--- src/rtl/spi_pkg.sv ---
// Shared SPI constants: frame width, transmit buffer depth and the STATUS word layout.
// The TX_EMPTY pair (bits 4 and 5) is set after reset, which gives the 8'h30 reset value.
package spi_pkg;

  localparam int SPI_DATA_WIDTH = 8;
  localparam int SPI_TX_DEPTH   = 8;

  localparam int STAT_RX_FULL      = 2;
  localparam int STAT_TX_WRITE     = 3;
  localparam int STAT_TX_EMPTY     = 4;
  localparam int STAT_TX_EMPTY_ALT = 5;
  localparam int STAT_RX_NOT_EMPTY = 6;

  localparam logic [7:0] STATUS_RESET = 8'h30;

endpackage

--- src/rtl/spi_fifo_mem.sv ---
// Register-array storage for the transmit buffer.
// Writes happen on the clock edge; reads are combinational so the head entry falls through.
module spi_fifo_mem #(
  parameter int DATA_WIDTH = 8,
  parameter int DEPTH      = 8,
  localparam int ADDR_W    = $clog2(DEPTH)
) (
  input  logic                  clk,
  input  logic                  we,
  input  logic [ADDR_W-1:0]     waddr,
  input  logic [DATA_WIDTH-1:0] wdata,
  input  logic [ADDR_W-1:0]     raddr,
  output logic [DATA_WIDTH-1:0] rdata
);

  // Contents are never reset; the pointers decide what is valid.
  logic [DATA_WIDTH-1:0] mem [DEPTH];

  always_ff @(posedge clk) begin
    if (we) begin
      mem[waddr] <= wdata;
    end
  end

  assign rdata = mem[raddr];

endmodule

--- src/rtl/spi_tx_fifo.sv ---
// Transmit byte buffer between the host write port and the SPI shifter.
// Registered occupancy flags, first-word-fall-through output and a sticky overflow flag.
module spi_tx_fifo
  import spi_pkg::*;
#(
  parameter int DATA_WIDTH  = SPI_DATA_WIDTH,
  parameter int DEPTH       = SPI_TX_DEPTH,
  parameter int AFULL_LEVEL = 6,
  localparam int PTR_W      = $clog2(DEPTH),
  localparam int CNT_W      = PTR_W + 1
) (
  input  logic                  S_CLK,
  input  logic                  CLR,
  input  logic [DATA_WIDTH-1:0] WR_DATA,
  input  logic                  SENDER_WRITE,
  output logic [DATA_WIDTH-1:0] TX_DATA,
  output logic                  TX_VALID,
  input  logic                  TX_READY,
  output logic                  SENDER_FULL_STATE,
  output logic                  SENDER_EMPTY_STATE,
  output logic                  SENDER_BUFFER_FULL_STATE,
  output logic [CNT_W-1:0]      LEVEL,
  output logic                  OVERFLOW,
  input  logic                  ERR_CLR
);

  logic [PTR_W-1:0] wr_ptr_reg;
  logic [PTR_W-1:0] rd_ptr_reg;
  logic [CNT_W-1:0] count_reg;
  logic [CNT_W-1:0] count_next;
  logic             full_reg;
  logic             empty_reg;
  logic             afull_reg;
  logic             overflow_reg;
  logic             push;
  logic             pop;

  // A write while full is dropped even when a pop frees a slot in the same cycle.
  assign push = SENDER_WRITE & ~full_reg;
  assign pop  = ~empty_reg & TX_READY;

  always_comb begin
    count_next = count_reg + CNT_W'(push) - CNT_W'(pop);
  end

  always_ff @(posedge S_CLK or posedge CLR) begin
    if (CLR) begin
      wr_ptr_reg <= '0;
      rd_ptr_reg <= '0;
      count_reg  <= '0;
    end else begin
      if (push) wr_ptr_reg <= wr_ptr_reg + PTR_W'(1);
      if (pop)  rd_ptr_reg <= rd_ptr_reg + PTR_W'(1);
      count_reg <= count_next;
    end
  end

  // Flags are computed from count_next so they move on the same edge as count.
  always_ff @(posedge S_CLK or posedge CLR) begin
    if (CLR) begin
      full_reg  <= 1'b0;
      empty_reg <= 1'b1;
      afull_reg <= 1'b0;
    end else begin
      full_reg  <= (count_next == CNT_W'(DEPTH));
      empty_reg <= (count_next == '0);
      afull_reg <= (count_next >= CNT_W'(AFULL_LEVEL));
    end
  end

  // A new overflow takes priority over a clear in the same cycle.
  always_ff @(posedge S_CLK or posedge CLR) begin
    if (CLR) begin
      overflow_reg <= 1'b0;
    end else if (SENDER_WRITE && full_reg) begin
      overflow_reg <= 1'b1;
    end else if (ERR_CLR) begin
      overflow_reg <= 1'b0;
    end
  end

  spi_fifo_mem #(
    .DATA_WIDTH (DATA_WIDTH),
    .DEPTH      (DEPTH)
  ) u_mem (
    .clk   (S_CLK),
    .we    (push),
    .waddr (wr_ptr_reg),
    .wdata (WR_DATA),
    .raddr (rd_ptr_reg),
    .rdata (TX_DATA)
  );

  assign TX_VALID                 = ~empty_reg;
  assign SENDER_FULL_STATE        = full_reg;
  assign SENDER_EMPTY_STATE       = empty_reg;
  assign SENDER_BUFFER_FULL_STATE = afull_reg;
  assign LEVEL                    = count_reg;
  assign OVERFLOW                 = overflow_reg;

endmodule

--- config.mk ---
export PLATFORM = sky130hd
export DESIGN_NAME = spi_tx_fifo
export DESIGN_NICKNAME = d
export VERILOG_FILES = /design/src/rtl/spi_pkg.sv /design/src/rtl/spi_fifo_mem.sv /design/src/rtl/spi_tx_fifo.sv
export SDC_FILE = /design/constraint.sdc
export NUM_CORES = 1
export LEC_CHECK = 0
export CORE_UTILIZATION = 60
export CTS_BUF_LIST = sky130_fd_sc_hd__clkbuf_4 sky130_fd_sc_hd__clkbuf_8
export CTS_CLUSTER_SIZE = 24
export DETAILED_ROUTE_END_ITERATION = 12
export PLACE_DENSITY = 0.86
export SLEW_MARGIN = 25
export SYNTH_ARGS = -nofsm -noshare
export SYNTH_HDL_FRONTEND = slang
export SYNTH_SLANG_ARGS = --single-unit
--- constraint.sdc ---
create_clock -name S_CLK -period 5.4 [get_ports S_CLK]
set_input_delay 0.54 -clock S_CLK [delete_from_list [all_inputs] [get_ports S_CLK]]
set_output_delay 0.54 -clock S_CLK [all_outputs]
set_load 0.02 [all_outputs]
Fig. 1: the clock network
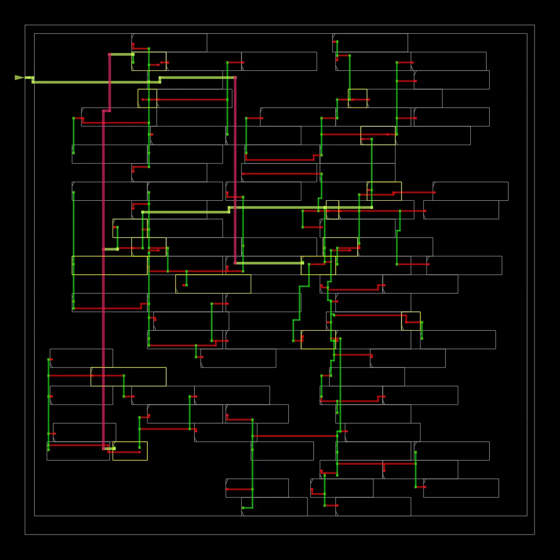
CTS Buf Count: 9
clock tree buffer count of the final layout: 12
clock tree sinks: 78

Fig. 2: M1 wires
The bar under the picture is 20 um long.
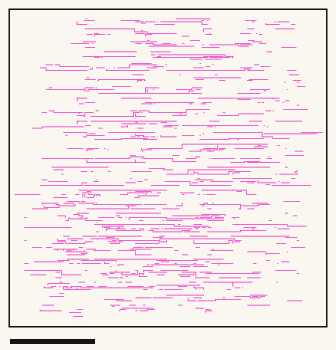
- wire length on this layer: 2,120 um
- main direction: horizontal
- longest straight run: 20.7 um
- nets with wire on the layer: 200

Fig. 3: pin placement
The bar under the picture is 20 um long. Pins as bars across the die edge, other pins in grey.
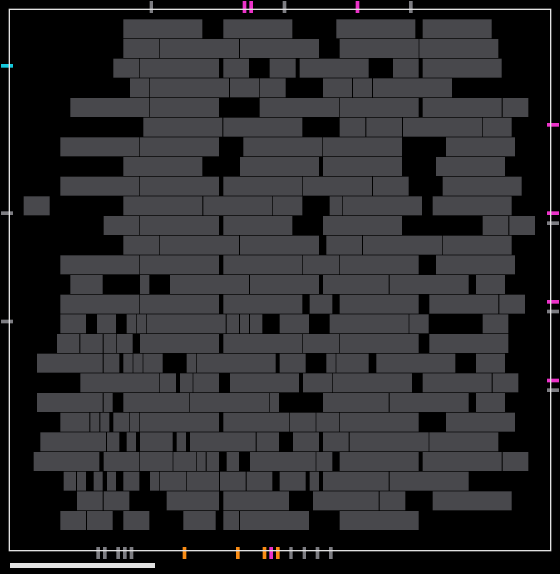
- S_CLK: cyan (pins 1; direction input; edge left)
- TX_DATA: magenta (pins 8; direction output; edge 4 right, 3 top, 1 bottom)
- LEVEL: orange (pins 4; direction output; edge bottom)
- all pins by edge: 14 bottom, 7 right, 6 top, 3 left

routing by layer:
layer / track usage (%) / up-vias
met3: 5.49 / 12
met4: 15.3 / 0
met2: 37.8 / 39
met1: 25.4 / 794
met5: 0 / -
li1: - / 703
worst paths after layout:
check,to,slack [ns]
setup / recovery,TX_DATA[1],2.07
hold / removal,OVERFLOW,0.52
setup reg to reg,SENDER_EMPTY_STATE,2.80
hold reg to reg,OVERFLOW,0.52
max in group asynchronous,SENDER_EMPTY_STATE,4.49
min in group asynchronous,LEVEL[2],0.55
report_power, final:
group | switching [mW] | internal, mW
Combinational | 0.340 | 0.375
Clock | 0.192 | 0.322
Sequential | 0.118 | 0.774
Total | 0.651 | 1.47
through the flow:
stage / instances / power, mW / hold WS [ns] / cell area [um^2] / worst slack (ns)
after floorplan: 159 / 1.35 / 0.429 / 3170 / 2.86
after global routing: 271 / 2.21 / 0.556 / 3760 / 1.94
final: 271 / 2.12 / 0.524 / 3760 / 2.07
after CTS: 271 / 2.13 / 0.536 / 3760 / 2.05
after global placement: 255 / 1.55 / 0.497 / 3520 / 2.31
after detailed placement: 255 / 1.62 / 0.523 / 3520 / 2.16
cell type report:
| cell class | count | area [um^2] | share of cell area (%) |
|---|---|---|---|
| clock buffers | 12 | 146 | 3.89 |
| clock inverters | 4 | 95.1 | 2.53 |
| inverters | 8 | 30.0 | 0.798 |
| multi-input cells | 68 | 823 | 21.9 |
| flip-flops and latches | 78 | 2270 | 60.4 |
| well taps | 70 | 87.6 | 2.33 |
| repair buffers | 31 | 305 | 8.12 |
critical path, delay by kind of cell, from the launching register on:
family / cells / cell delay (ns)
DFF: 1 / 0.96
muxes: 2 / 0.94
buffers and inverters: 1 / 0.54
==> out/metrics.cfg <==
[synth]
ff_type=sky130_fd_sc_hd__edfxtp_1
synth.avg_cell_area_um2=19.9
top_area_cell=sky130_fd_sc_hd__edfxtp_1
postSynthSeqShare_pct=71.7
number_of_enable_flip_flop_cells=64
syn_nets=179
async_flop_share_pct=17.9
synth-seq-cells=78
post_synth_and_or_nand_nor_area_fraction_pct=3.55
post-synth-top-area-fraction_pct=60.6
adder_share_pct=3.00
synth-compound-area-share_pct=0.947
post_synth_xor_area_fraction_pct=1.66
ys_warn_count=0
post-synth-top-count-cell=sky130_fd_sc_hd__edfxtp_1
post_synth_inst_count=159
cell_count_in_the_yosys_report=159
synth.lib_cells_used.distinct=25
mappedNetlistArea_um2=3170
post_synth_most_frequent_cells=sky130_fd_sc_hd__edfxtp_1, sky130_fd_sc_hd__mux4_1, sky130_fd_sc_hd__dfrtp_1
yosys.stat.chipArea_um2=3170
area_leaders=sky130_fd_sc_hd__edfxtp_1, sky130_fd_sc_hd__mux4_1, sky130_fd_sc_hd__dfrtp_1
synth.comb.largest_family=multiplexers
ys_sh_mux_pct=16.8

[drt]
drt_drc_violations_left=0
wl_met1_um=2120
dr.first_iter.drc_count=135
met3_wirelength_um=170
dr.pass1.iters=4
post_drt_via_cell_ratio=5.71
wirelength_per_cell_um=20.1
dr_wl_met2_um=3020
routed_antenna_nets=0
route.top_layer_used=met4
totalWireLength_um=5460
dr_total_vias=1548

[clock_tree]
cts_hold_buffers=0
clock.latency.late_pin_ns=0.33
tritoncts=built
clk_root_buffer_cell=sky130_fd_sc_hd__clkbuf_8
cts_max_path_buffers=2
htree_num_levels=3
cts.clk_slew.worst_paths_ns=0.08
cts_repair_resize_count=0
cts_setup_buffers=0

[status]
outcome=finished, final reports clean

[global_route]
first_global_vias=1611
number_of_antenna_violations_at_the_first_check_in_global_routing=0
gr_util_all_layers_pct=22.4
grt_first_pass_wirelength_um=8180
overflow=0
maximum_number_of_pins_on_one_net_before_global_route_repair=19

[sta]
rsz0062_at_grt=no
worst-slew-pin-transition_ns=0.957
finalSetupViolCount=0
finalCritPeriodShare_pct=61.6
fin_max_slew_vios=0
finalSetupTns_ns=0
hold_violations=0
finalWorstPathRequiredPeriod_ns=3.33
worst_max_slew_margin_expressed_relative_to_the_limit_pct=36.0
max_freq_mhz=301
setup_skew_ns=0.00701

[floorplan]
floorplan.core_util_pct=62.1
dieArea_um2=5580
die_height_um=74.7
floorplan.die.width_um=74.7
core_area_um2=5110
floorplan.io_pins=30
placementRows=26

[critical_path]
cp_slowest_cell=sky130_fd_sc_hd__dfrtp_1
crit_path_start=rd_ptr_reg[0]
worstRegToRegCells=9
maximum_fanout_encountered_on_the_critical_timing_path=18
worst-setup-path-type=reg2out
crit_path_end_kind=output port
max_stage_delay_ns=0.96
crit_path_cell_chain=mux4_1 > mux2_2 > clkdlybuf4s50_1
cp.required_ns=4.86
startpoint_of_the_worst_register_to_register_path=SENDER_FULL_STATE
crit_arrival_ns=2.79
critical_path.startpoint_type=flip-flop

[cells_and_area]
fillers=290
finalNetCount=216
num_antenna_cells=0
layout_top_cell_excl_fill_tap=sky130_fd_sc_hd__edfxtp_1
final_layout_size_suffix_gt1_share_pct=14.9
largest_register_ff_count=64
registers.top_by_ff_count=u_mem.mem
syn2layout_area_growth_pct=18.6
utilization_pct=73.6
final_layout_top_logic_cells=sky130_fd_sc_hd__edfxtp_1, sky130_fd_sc_hd__clkdlybuf4s50_1, sky130_fd_sc_hd__mux4_1

[placed_design]
estimated_wirelength_of_the_detail_placed_design_um=3550
routability_congestion=0.867
io_buffer_count=29

[worst_hold_path]
hp-class=reg2reg
hold_path.startpoint=OVERFLOW
hold-path-cell-count=2

[power]
max-vdd-ir-drop_mv=0.391
pwr_density_cell_nw_per_um2=564
leakagePower_nw=1.36

[run]
warnings=26
max-cap-violations=0

No activity file was given, so power comes from the tool's default toggle rates.
